registers.png
Bar = 50 µm. Other sequential cells in the stronger gray, the rest of the logic in the fainter gray.
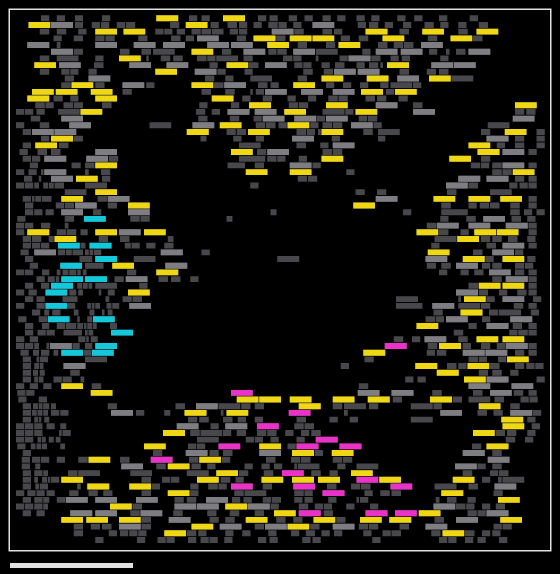
cell_classes.png
Fill, decap, tap and diode cells in gray.
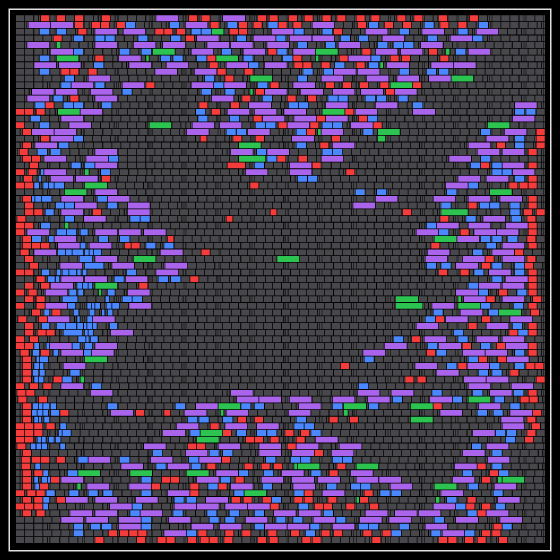
final_clocks.png
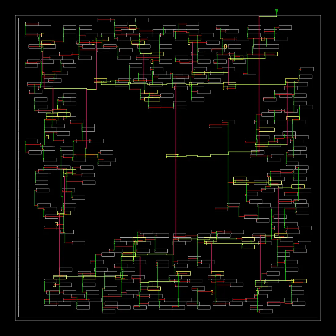
--- src/rtl/dsp_unpack4_cin_pkg.sv ---
// dsp_unpack4_cin_pkg: shared widths and lane/beat types for the 4-word DSP unpacker
package dsp_unpack4_cin_pkg;
    localparam int PACK_W    = 48;
    localparam int FIELD_W   = 18;
    localparam int GUARD_LSB = 35;
    localparam int LANES     = 4;

    typedef struct packed {
        logic [FIELD_W-1:0] low;
        logic [FIELD_W-1:0] high;
        logic               cin;
    } lane_t;

    typedef struct packed {
        lane_t [LANES-1:0] lane;
        logic              dsp_reset;
    } beat_t;
endpackage

--- src/rtl/dsp_unpack_lane.sv ---
// dsp_unpack_lane: splits one packed 48-bit word into low/high/cin and flags guard-bit overflow
module dsp_unpack_lane
    import dsp_unpack4_cin_pkg::*;
(
    input  logic [PACK_W-1:0] word,
    output lane_t             lane,
    output logic              ovf
);
    // high + cin recovers H because the signed low field borrowed one from it when negative
    assign lane = '{low: word[FIELD_W-1:0], high: word[2*FIELD_W-1:FIELD_W], cin: word[FIELD_W-1]};
    assign ovf  = !((&word[PACK_W-1:GUARD_LSB]) || !(|word[PACK_W-1:GUARD_LSB]));
endmodule

--- src/rtl/dsp_unpack4_cin.sv ---
// dsp_unpack4_cin: unpacks four packed DSP words into signed fields plus carries,
// through a LATENCY-deep stallable pipeline with sticky overflow flag and beat counter
module dsp_unpack4_cin
    import dsp_unpack4_cin_pkg::*;
#(
    parameter int LATENCY = 2,
    parameter int FIELD_W = 18
) (
    input  logic                      clk,
    input  logic                      areset,
    input  logic                      in_valid,
    output logic                      in_ready,
    input  logic [PACK_W-1:0]         in_word [0:3],
    input  logic                      in_dsp_reset,
    output logic                      out_valid,
    input  logic                      out_ready,
    output logic signed [FIELD_W-1:0] op0_l,
    output logic signed [FIELD_W-1:0] op1_l,
    output logic signed [FIELD_W-1:0] op4_l,
    output logic signed [FIELD_W-1:0] op5_l,
    output logic signed [FIELD_W-1:0] op2_h,
    output logic signed [FIELD_W-1:0] op3_h,
    output logic signed [FIELD_W-1:0] op6_h,
    output logic signed [FIELD_W-1:0] op7_h,
    output logic                      op2_cin,
    output logic                      op3_cin,
    output logic                      op6_cin,
    output logic                      op7_cin,
    output logic                      dsp_reset,
    output logic                      err,
    input  logic                      err_clr,
    output logic [15:0]               beat_cnt
);
    lane_t            lanes [LANES];
    logic [LANES-1:0] ovf;
    beat_t            in_beat;
    beat_t            stg [LATENCY];
    beat_t            last;
    logic [LATENCY-1:0] vld;
    logic             adv;
    logic             accept;

    genvar g;
    generate
        for (g = 0; g < LANES; g++) begin : g_lane
            dsp_unpack_lane u_lane (.word(in_word[g]), .lane(lanes[g]), .ovf(ovf[g]));
        end
    endgenerate

    assign in_beat   = {lanes[3], lanes[2], lanes[1], lanes[0], in_dsp_reset};
    assign out_valid = vld[LATENCY-1];
    assign adv       = !(out_valid && !out_ready);
    assign in_ready  = adv && !areset;
    assign accept    = in_valid && in_ready;

    // data registers only load on valid beats so bubbles keep the last value
    always_ff @(posedge clk or posedge areset) begin
        if (areset) begin
            vld <= '0;
            for (int i = 0; i < LATENCY; i++) stg[i] <= '0;
        end else if (adv) begin
            vld[0] <= in_valid;
            if (in_valid) stg[0] <= in_beat;
            for (int i = 1; i < LATENCY; i++) begin
                vld[i] <= vld[i-1];
                if (vld[i-1]) stg[i] <= stg[i-1];
            end
        end
    end

    always_ff @(posedge clk or posedge areset) begin
        if (areset) begin
            err      <= 1'b0;
            beat_cnt <= '0;
        end else begin
            err <= (accept && |ovf) || (err && !err_clr);
            if (accept && beat_cnt != 16'hFFFF) beat_cnt <= beat_cnt + 16'd1;
        end
    end

    assign last      = stg[LATENCY-1];
    assign op0_l     = last.lane[0].low;
    assign op1_l     = last.lane[1].low;
    assign op4_l     = last.lane[2].low;
    assign op5_l     = last.lane[3].low;
    assign op2_h     = last.lane[0].high;
    assign op3_h     = last.lane[1].high;
    assign op6_h     = last.lane[2].high;
    assign op7_h     = last.lane[3].high;
    assign op2_cin   = last.lane[0].cin;
    assign op3_cin   = last.lane[1].cin;
    assign op6_cin   = last.lane[2].cin;
    assign op7_cin   = last.lane[3].cin;
    assign dsp_reset = out_valid && last.dsp_reset;
endmodule

--- config.mk ---
export PLATFORM = sky130hd
export DESIGN_NAME = dsp_unpack4_cin
export DESIGN_NICKNAME = d
export VERILOG_FILES = /design/src/rtl/dsp_unpack4_cin_pkg.sv /design/src/rtl/dsp_unpack_lane.sv /design/src/rtl/dsp_unpack4_cin.sv
export SDC_FILE = /design/constraint.sdc
export NUM_CORES = 1
export LEC_CHECK = 0
export CORE_MARGIN = 2
export CORE_UTILIZATION = 31
export CTS_CLUSTER_SIZE = 12
export DETAILED_ROUTE_END_ITERATION = 10
export HOLD_SLACK_MARGIN = 0.1
export PLACE_DENSITY = 0.59
export SETUP_SLACK_MARGIN = 0.02
export SYNTH_ARGS = -nofsm -noshare
export SYNTH_HDL_FRONTEND = slang
export SYNTH_HIERARCHICAL = 1
export SYNTH_SLANG_ARGS = --single-unit
--- constraint.sdc ---
create_clock -name clk -period 9.3 [get_ports clk]
set_input_delay 0.93 -clock clk [delete_from_list [all_inputs] [get_ports clk]]
set_output_delay 0.93 -clock clk [all_outputs]
set_load 0.05 [all_outputs]
==> flow_metrics.py <==
# Generated from Yosys and OpenROAD reports
metrics = {
    "global_routing": {
        "grt_first_pass_wirelength_um": 45100,
        "grtUsageMet1": 0.151,
        "grt_start_max_net_pins": 174,
        "grt_pass1_vias": 8227,
        "grt_remaining_overflow": 0,
    },
    "route": {
        "top_layer": "met5",
        "drt_iter0_markers": 286,
        "wl_per_cell_um": 16.7,
        "wl_met2_um": 14000,
        "postRouteAntennaNets": 0,
        "vias": 7697,
    },
    "final_timing": {
        "fin_hold_ws_ns": 0.496,
        "finalSetupViolCount": 0,
        "fmax_ghz": 0.303,
        "hold_violations": 0,
    },
    "layout": {
        "nNonClkInverters": 2,
        "lay_top_cells": "365 x clkdlybuf4s50_1, 317 x dfrtp_1, 298 x mux2_2",
        "regArea_mm2": 0.00793,
        "utilization": 0.383,
        "design_area_mm2": 0.0177,
    },
    "power_and_ir_drop": {
        "leakage_nw": 7.26,
        "clkPwrFrac": 0.256,
        "pg_seq_w": 0.00197,
        "intPower_w": 0.00344,
        "comb_power_w": 0.00213,
        "peakVddDrop_v": 0.000174,
    },
    "synth": {
        "flop_cell": "dfrtp_1",
        "ys_top_cells_by_count": "317 x dfrtp_1, 298 x mux2_2, 292 x buf_4",
        "synth_stat.cells": 1050,
        "ys_sh_mux": 0.234,
        "async_reset_ff_frac": 1.00,
        "ys_area_mm2": 0.0144,
        "syn_area_mm2": 0.0144,
        "yosys.area_share.aoi": 0.00217,
        "syn_inst": 1050,
        "synth.yosys.warnings": 6,
        "synth_nets": 1249,
        "ys_seq_elements": 317,
    },
    "die": {
        "fp.dieW_um": 220,
        "initCoreUtil": 0.312,
    },
    "flow_run": {
        "log.warning_count": 28,
    },
    "critical_path": {
        "required_ns": 8.37,
        "start_kind": "primary input",
        "worstSetupEndpointType": "output port",
    },
    "run_status": {
        "status": "finished, final reports clean",
    },
    "placement": {
        "dp.cells": 1705,
    },
}
Back to the opening pictures, registers.png:
| netlist name | color | flops | where |
|---|---|---|---|
| `stg` | yellow | 149 | all over the die |
| `beat_cnt` | cyan | 16 | west |
| `op0_l` | magenta | 18 | south |

Back to the opening pictures, cell_classes.png:
| class | color | cells | share of their area |
|---|---|---|---|
| all other logic | blue | 409 | 24% |
| other buffers and delay cells | red | 372 | 22% |
| flip-flops | purple | 317 | 47% |
| clock drivers and dummy loads | green | 63 | 6.9% |

Back to the opening pictures, final_clocks.png:
final clock skew: 0.0122 ns
CLK BUF: 50

-- registers in the layout, indices dropped and copies added, names as in the netlist, 18 cells and up --
name   cells
stg      149
op0_l     18
op1_l     18
op2_h     18
op3_h     18
op4_l     18
op5_l     18
op6_h     18
op7_h     18
-- path summary, 6_finish.rpt --
kind / end / cells after the start / from / slack, ns
min in group asynchronous: beat_cnt[1] / 2 / areset / 0.73
setup / recovery: in_ready / 4 / out_ready / 6.00
hold reg to reg: stg[223] / 1 / stg[223] / 0.50
max in group asynchronous: stg[276] / 4 / areset / 6.53
hold / removal: stg[223] / 1 / stg[223] / 0.50
setup reg to reg: op1_l[15] / 4 / vld[1] / 6.73
-- worst max-delay path, cell delays in order --
cell	delay, ns
clkdlybuf4s50_1	0.47
nor2b_1	0.06
nor2_1	0.09
clkdlybuf4s50_1	0.82
